[config.mk]
export PLATFORM = sky130hd
export DESIGN_NAME = trigger_det
export DESIGN_NICKNAME = d
export VERILOG_FILES = /design/src/rtl/trigger_det.sv
export SDC_FILE = /design/constraint.sdc
export NUM_CORES = 1
export LEC_CHECK = 0
export ABC_AREA = 1
export CORE_AREA = 2 2 39 41
export CTS_BUF_LIST = sky130_fd_sc_hd__clkbuf_4 sky130_fd_sc_hd__clkbuf_8 sky130_fd_sc_hd__clkbuf_16
export CTS_CLUSTER_SIZE = 28
export DETAILED_ROUTE_END_ITERATION = 10
export DIE_AREA = 0 0 41 43
export PLACE_DENSITY_LB_ADDON = 0.15
export SYNTH_ARGS = -nofsm -noshare
export SYNTH_HDL_FRONTEND = slang
export SYNTH_SLANG_ARGS = --single-unit
[constraint.sdc]
create_clock -name sys_clk -period 0.9 [get_ports sys_clk]
set_input_delay 0.27 -clock sys_clk [delete_from_list [all_inputs] [get_ports sys_clk]]
set_output_delay 0.27 -clock sys_clk [all_outputs]
set_load 0.03 [all_outputs]
[src/rtl/trigger_det.sv]
// Start/stop control for the stopwatch: synchronises a push-button trigger,
// detects its rising edge and sequences count_init / count_enb / latch_count.
module trigger_det #(
    parameter int SYNC_STAGES = 2
) (
    input  logic sys_clk,
    input  logic reset_n,
    input  logic trigger_in,
    output logic latch_count,
    output logic count_enb,
    output logic count_init
);

    typedef enum logic [2:0] {
        IDLE    = 3'd0,
        INIT    = 3'd1,
        RUN     = 3'd2,
        LATCH   = 3'd3,
        STOPPED = 3'd4
    } state_t;

    logic [SYNC_STAGES-1:0] sync_chain_q;
    logic                   sync_q;
    logic                   prev_q;
    logic                   rise;

    state_t state_q, state_d;
    logic   count_init_q, count_enb_q, latch_count_q;

    // Metastability chain; the newest sample enters at bit 0.
    always_ff @(posedge sys_clk or negedge reset_n) begin
        if (!reset_n) begin
            sync_chain_q <= '0;
            prev_q       <= 1'b0;
        end else begin
            sync_chain_q <= {sync_chain_q[SYNC_STAGES-2:0], trigger_in};
            prev_q       <= sync_q;
        end
    end

    assign sync_q = sync_chain_q[SYNC_STAGES-1];
    assign rise   = sync_q & ~prev_q;

    always_comb begin
        state_d = state_q;
        case (state_q)
            IDLE:    if (rise) state_d = INIT;
            INIT:    state_d = RUN;
            RUN:     if (rise) state_d = LATCH;
            LATCH:   state_d = STOPPED;
            STOPPED: if (rise) state_d = INIT;
            default: state_d = IDLE;
        endcase
    end

    // Outputs are decoded from the next state so every strobe leaves a flop.
    always_ff @(posedge sys_clk or negedge reset_n) begin
        if (!reset_n) begin
            state_q       <= IDLE;
            count_init_q  <= 1'b0;
            count_enb_q   <= 1'b0;
            latch_count_q <= 1'b0;
        end else begin
            state_q       <= state_d;
            count_init_q  <= (state_d == INIT);
            count_enb_q   <= (state_d == RUN);
            latch_count_q <= (state_d == LATCH);
        end
    end

    assign count_init  = count_init_q;
    assign count_enb   = count_enb_q;
    assign latch_count = latch_count_q;

endmodule

**Run 1: routed clock nets over the placement**

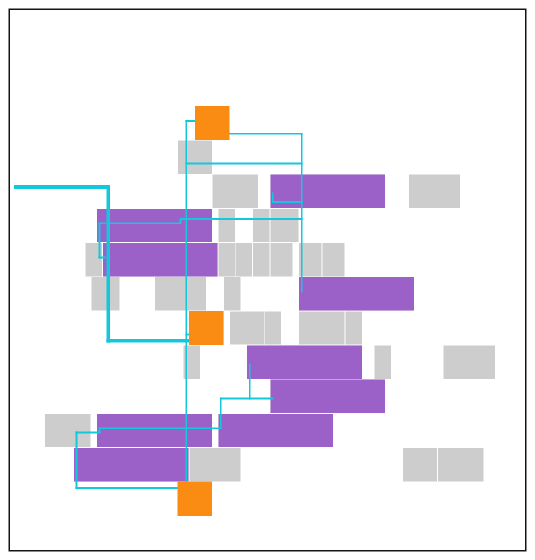
- cyan: clock wires (length 147 um)
- orange: cells driving clock nets (count 3)
- purple: flip-flops (count 9)
- routed clock nets: 4

**Run 1: cell classes on the final placement**

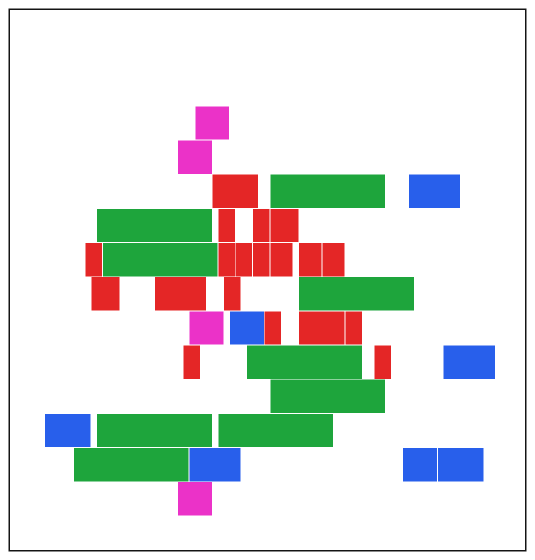
- red: all other logic (cells 19; share of their area 24%)
- green: flip-flops (cells 9; share of their area 53%)
- magenta: clock drivers and dummy loads (cells 4; share of their area 7.1%)
- blue: other buffers and delay cells (cells 7; share of their area 16%)

==> reports/metrics.yaml, run 1 <==
grt_max_degree: 10
synth_area_per_cell_um2: 11.4
finalClockSkew_ns: 0.00750
worstSetupEndpoint: "latch_count"
reg2reg_slack_ns: 0.07
vdd_drop_max_uv: 1130
largest_register_ffs: 3
synthSimpleGateAreaFrac_pct: 21.1
path_cells: "buf_6"
clkPwrFrac_pct: 27.3
layout-drive-gt1-share_pct: 41.0
cp_num_cells: 1
tightest_slew_ns: 0.150
clk_latency_ns: 0.26
finalSetupViolCount: 3
slowest_stage: "dfrtp_1"
tap_cells: 16
logic_area_um2: 77.6
cts_tree: "yes"
sh_seq_area_pct: 50.7
endpoint_kind: "output pin"
path_max_fanout: 1
drt-initial-drc-count: 5
routed.top_layer: "met4"
final_nets: 43
power-top-group: "sequential cells"
synth_area_um2: 320
area_leaders: "dfrtp_1 70%, nand3_2 6.3%, inv_1 5.9%"
diodes: 0
wl_met2_um: 215
post_cts_buffers: 0
use_met3_pct: 3.14
hold_viol: 0
crit_family: "flip-flops"
holdCritPathClass: "input pin to async pin"
enable_flop_cells: 0
outcome: "finished, violations left"
intPower_mw: 0.851
p_leak_nw: 0.227
p_sw_share_pct: 31.8
setup_tns_ns: -0.391
powerClk_mw: 0.341
drc: 0
violations: "negative setup slack"
dieArea_mm2: 0.00176
clkbuf_count: 4
critical_path_arrival_ns: 0.77
via_count: 201
ys_seq_share_pct: 70.3
post_dp_cell_area_um2: 390
combAreaFraction_pct: 17.5
synthTopCellsByCount: "9 x dfrtp_1, 5 x inv_1, 3 x nand2_1"
rr_worst_depth: 4
finalWorstSetupSlack_ns: -0.136
comb-power_mw: 0.357
clkTransAtPathRegs_ns: 0.06
power_mw: 1.25
powerDensity_mw_per_mm2: 2810
root_buffer: "clkbuf_4"
dpl.cell_count: 50
cp-start-kind: "flop"
ios: 6
dr.pass1.iters: 2
post_cts_resized: 3
cts_sinks: 9
seqPwrFrac_pct: 44.1
final_cell_mix: "9 x dfrtp_1, 4 x inv_1, 4 x clkbuf_4"
min_period_ns: 1.04
yosysChipArea_um2: 320
drt_wl_total_um: 470
drtAntennaViolNets: 0
netSwitchingPower_mw: 0.397
port_buffers: 5
chipHeight_um: 43
**Run 1: where the registers sit**

Bar = 10 um. Other sequential cells in the stronger grey, the rest of the logic in the fainter grey.
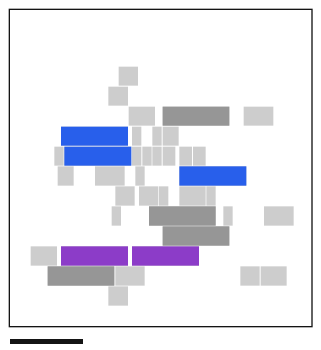
- blue: `state_q` (flops 3)
- purple: `sync_chain_q` (flops 2)

==> run 2, diff against run 1 <==
--- a/config.mk
+++ b/config.mk
@@ -8,6 +8,7 @@
 export ABC_AREA = 1
 export CORE_AREA = 2 2 39 41
 export CTS_BUF_LIST = sky130_fd_sc_hd__clkbuf_4 sky130_fd_sc_hd__clkbuf_8 sky130_fd_sc_hd__clkbuf_16
+export CTS_CLUSTER_DIAMETER = 100
 export CTS_CLUSTER_SIZE = 28
 export DETAILED_ROUTE_END_ITERATION = 10
 export DIE_AREA = 0 0 41 43
**Run 2: cell classes on the final placement**

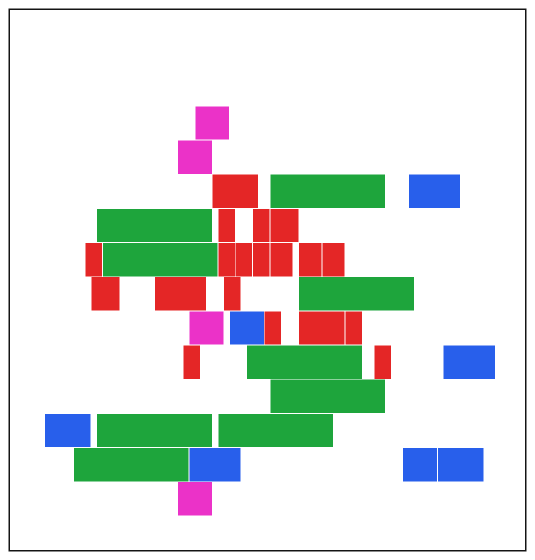
- red: all other logic (cells 19; share of their area 24%)
- magenta: clock drivers and dummy loads (cells 4; share of their area 7.1%)
- green: flip-flops (cells 9; share of their area 53%)
- blue: other buffers and delay cells (cells 7; share of their area 16%)
post-route cell area: 444 um^2
area of the core: 0.00138 mm^2
# rows: 14

**Run 2: routed clock nets over the placement**

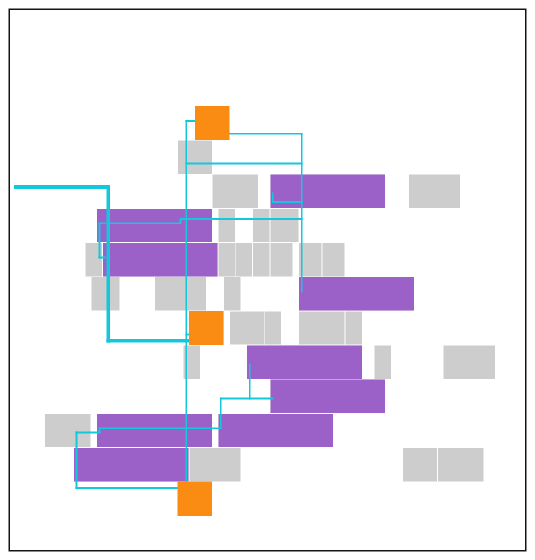
- cyan: clock wires (length 147 um)
- purple: flip-flops (count 9)
- orange: cells driving clock nets (count 3)
- routed clock nets: 4
Late-Pin Clk Latency: 0.26 ns
Clock Power Share: 27.3%
Clock Skew: 0.00750 ns

==> reports/metrics.yaml, run 2 <==
grt_pass1_wl_um: 841  # unchanged
synth_area_leader_cell: "dfrtp_1"  # unchanged
cts_sinks: 9  # unchanged
port_buffers: 5  # unchanged
area_leaders: "dfrtp_1 70%, nand3_2 6.3%, inv_1 5.9%"  # unchanged
path_buffers: 1  # unchanged
dieArea_mm2: 0.00176  # unchanged
critical_path_arrival_ns: 0.77  # about the same
min_period_ns: 1.04  # unchanged
sh_seq_area_pct: 50.7  # unchanged
gp_congestion: 0.688  # unchanged
rsz0062_at_grt: "true"  # unchanged
wl_met1_um: 210  # unchanged
route.met3.wl_um: 31  # unchanged
largestRegisters: "state_q: 3 flops, sync_chain_q: 2 flops"  # unchanged
holdCritPathClass: "input pin to async pin"  # unchanged
drtAntennaViolNets: 0  # unchanged
warnings: 28  # unchanged
fmaxAchievable_ghz: 0.965  # unchanged
syn_inst: 28  # unchanged
use_met1_pct: 9.06  # unchanged
die_w_um: 41  # unchanged
grt_pass1_vias: 209  # unchanged
max_slew_margin_pct: 89.9  # unchanged
yosysChipArea_um2: 320  # unchanged
power-top-group: "sequential cells"  # unchanged
top_register: "state_q"  # unchanged
xor_area_share_pct: 0  # unchanged
cts_tree: "yes"  # unchanged
area_delta_synth_final_pct: 38.7  # unchanged
tightest_slew_ns: 0.150  # unchanged
grt_max_degree: 10  # unchanged
yosysUniqueCellTypes: 11  # unchanged
clockBufferDepth: 2  # unchanged
power_mw: 1.25  # unchanged
clockNetworkAreaShare_pct: 6.76  # unchanged
post_dp_cell_area_um2: 390  # unchanged
largest_register_ffs: 3  # unchanged
setup_tns_ns: -0.391  # unchanged
synth_top_area_share_pct: 70.3  # unchanged
root_buffer: "clkbuf_4"  # unchanged
reg2reg_slack_ns: 0.07  # about the same
hold_buffers: 0  # unchanged
ys_cells: 28  # unchanged
synth_area_per_cell_um2: 11.4  # unchanged
seqPwrFrac_pct: 44.1  # about the same
buffer_area_share_pct: 15.5  # unchanged
dp_slack_ns: 0.0419  # unchanged
endpoint_kind: "output pin"  # unchanged
slew_viol_final: 0  # unchanged
vdd_drop_max_uv: 1130  # unchanged
cts_buffers: 3  # unchanged
fillers: 138  # unchanged
post_drt_via_cell_ratio: 3.65  # unchanged
final_nets: 43  # unchanged
combPwrFrac_pct: 28.6  # about the same
min_period_over_period_pct: 115  # unchanged
drt_wl_total_um: 470  # unchanged
p_sw_share_pct: 31.8  # unchanged
synth_area_um2: 320  # unchanged
rr_worst_depth: 4  # unchanged
ys_seq_share_pct: 70.3  # unchanged
drt-initial-drc-count: 5  # unchanged
slowest_delay_ns: 0.37  # about the same
violations: "negative setup slack"  # unchanged
clkTransAtPathRegs_ns: 0.06  # about the same
n_all_buffers: 7  # unchanged
hpwl_um: 327  # unchanged
crit_type: "flop to output pin"  # unchanged
clkbuf_count: 4  # unchanged
ios: 6  # unchanged
flop-count: 9  # unchanged
layout-drive-gt1-share_pct: 41.0  # unchanged
powerDensity_mw_per_mm2: 2810  # unchanged
cts_htree_levels: 1  # unchanged
crit_family: "flip-flops"  # unchanged
diodes: 0  # unchanged
holdWs_ns: 0.290  # unchanged
top_logic_kind: "simple AND/OR/NAND/NOR gates"  # unchanged
post_cts_resized: 3  # unchanged
dr.pass1.iters: 2  # unchanged
dpl.cell_count: 50  # unchanged
tap_cells: 16  # unchanged
intPower_mw: 0.851  # unchanged
synthTopCellsByCount: "9 x dfrtp_1, 5 x inv_1, 3 x nand2_1"  # unchanged
finalWorstSetupSlack_ns: -0.136  # unchanged
powerClk_mw: 0.341  # about the same
p_leak_nw: 0.227  # unchanged
cp_num_cells: 1  # unchanged
ys.warnings.count: 0  # unchanged
netSwitchingPower_mw: 0.397  # unchanged
finalSetupViolCount: 3  # unchanged
ff_latch_area_um2: 225  # unchanged
cp-startpoint: "latch_count$_DFF_PN0_"  # unchanged
grt_use_met2_pct: 9.69  # unchanged
via_count: 201  # unchanged
r2r_start: "state_q[0]$_DFF_PN0_"  # unchanged
pg_seq_mw: 0.551  # about the same
fp_util_pct: 23.1  # unchanged
async_flop_share_pct: 100  # unchanged
comb-power_mw: 0.357  # about the same
grt_use_total_pct: 8.34  # unchanged
outcome: "finished, violations left"  # unchanged
cp-start-kind: "flop"  # unchanged
drv_cap: 0  # unchanged
routedWlPerCell_um: 8.55  # unchanged
routed.top_layer: "met4"  # unchanged
ys_sh_adder_pct: 0  # unchanged
slowest_stage: "dfrtp_1"  # unchanged
synthSimpleGateAreaFrac_pct: 21.1  # unchanged
inverters: 6  # unchanged
worstSetupEndpoint: "latch_count"  # unchanged
comb_cells: 13  # unchanged
hold_viol: 0  # unchanged
path_max_fanout: 1  # unchanged
wl_met2_um: 215  # unchanged
fin_util_pct: 32.1  # unchanged
use_met3_pct: 3.14  # unchanged
mux_area_share_pct: 0  # unchanged
enable_flop_cells: 0  # unchanged
final_common_cell: "dfrtp_1"  # unchanged
syn-num-nets: 31  # unchanged
ys.flops: 9  # unchanged
chipHeight_um: 43  # unchanged
ys.flop_type: "dfrtp_1"  # unchanged
path_cells: "buf_6"  # unchanged
synthAoiAreaFrac_pct: 1.56  # unchanged
logic_area_um2: 77.6  # unchanged
reg2reg_to: "count_enb$_DFF_PN0_"  # unchanged
final_cell_count_no_fill: 55  # unchanged
post_cts_buffers: 0  # unchanged
final_cell_mix: "9 x dfrtp_1, 4 x inv_1, 4 x clkbuf_4"  # unchanged
drc: 0  # unchanged
grt-ovfl-total: 0  # unchanged
combAreaFraction_pct: 17.5  # unchanged
top_area_cell_class: "sequential cells"  # unchanged
worstPathRequired_ns: 0.63  # about the same
**Run 2: where the registers sit**

Bar = 10 um. Other sequential cells in the stronger grey, the rest of the logic in the fainter grey.
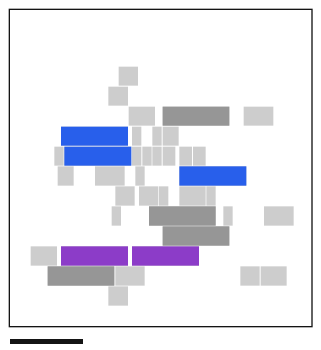
- purple: `sync_chain_q` (flops 2)
- blue: `state_q` (flops 3)
- not coloured: 4

Power and IR drop assume default switching activity.
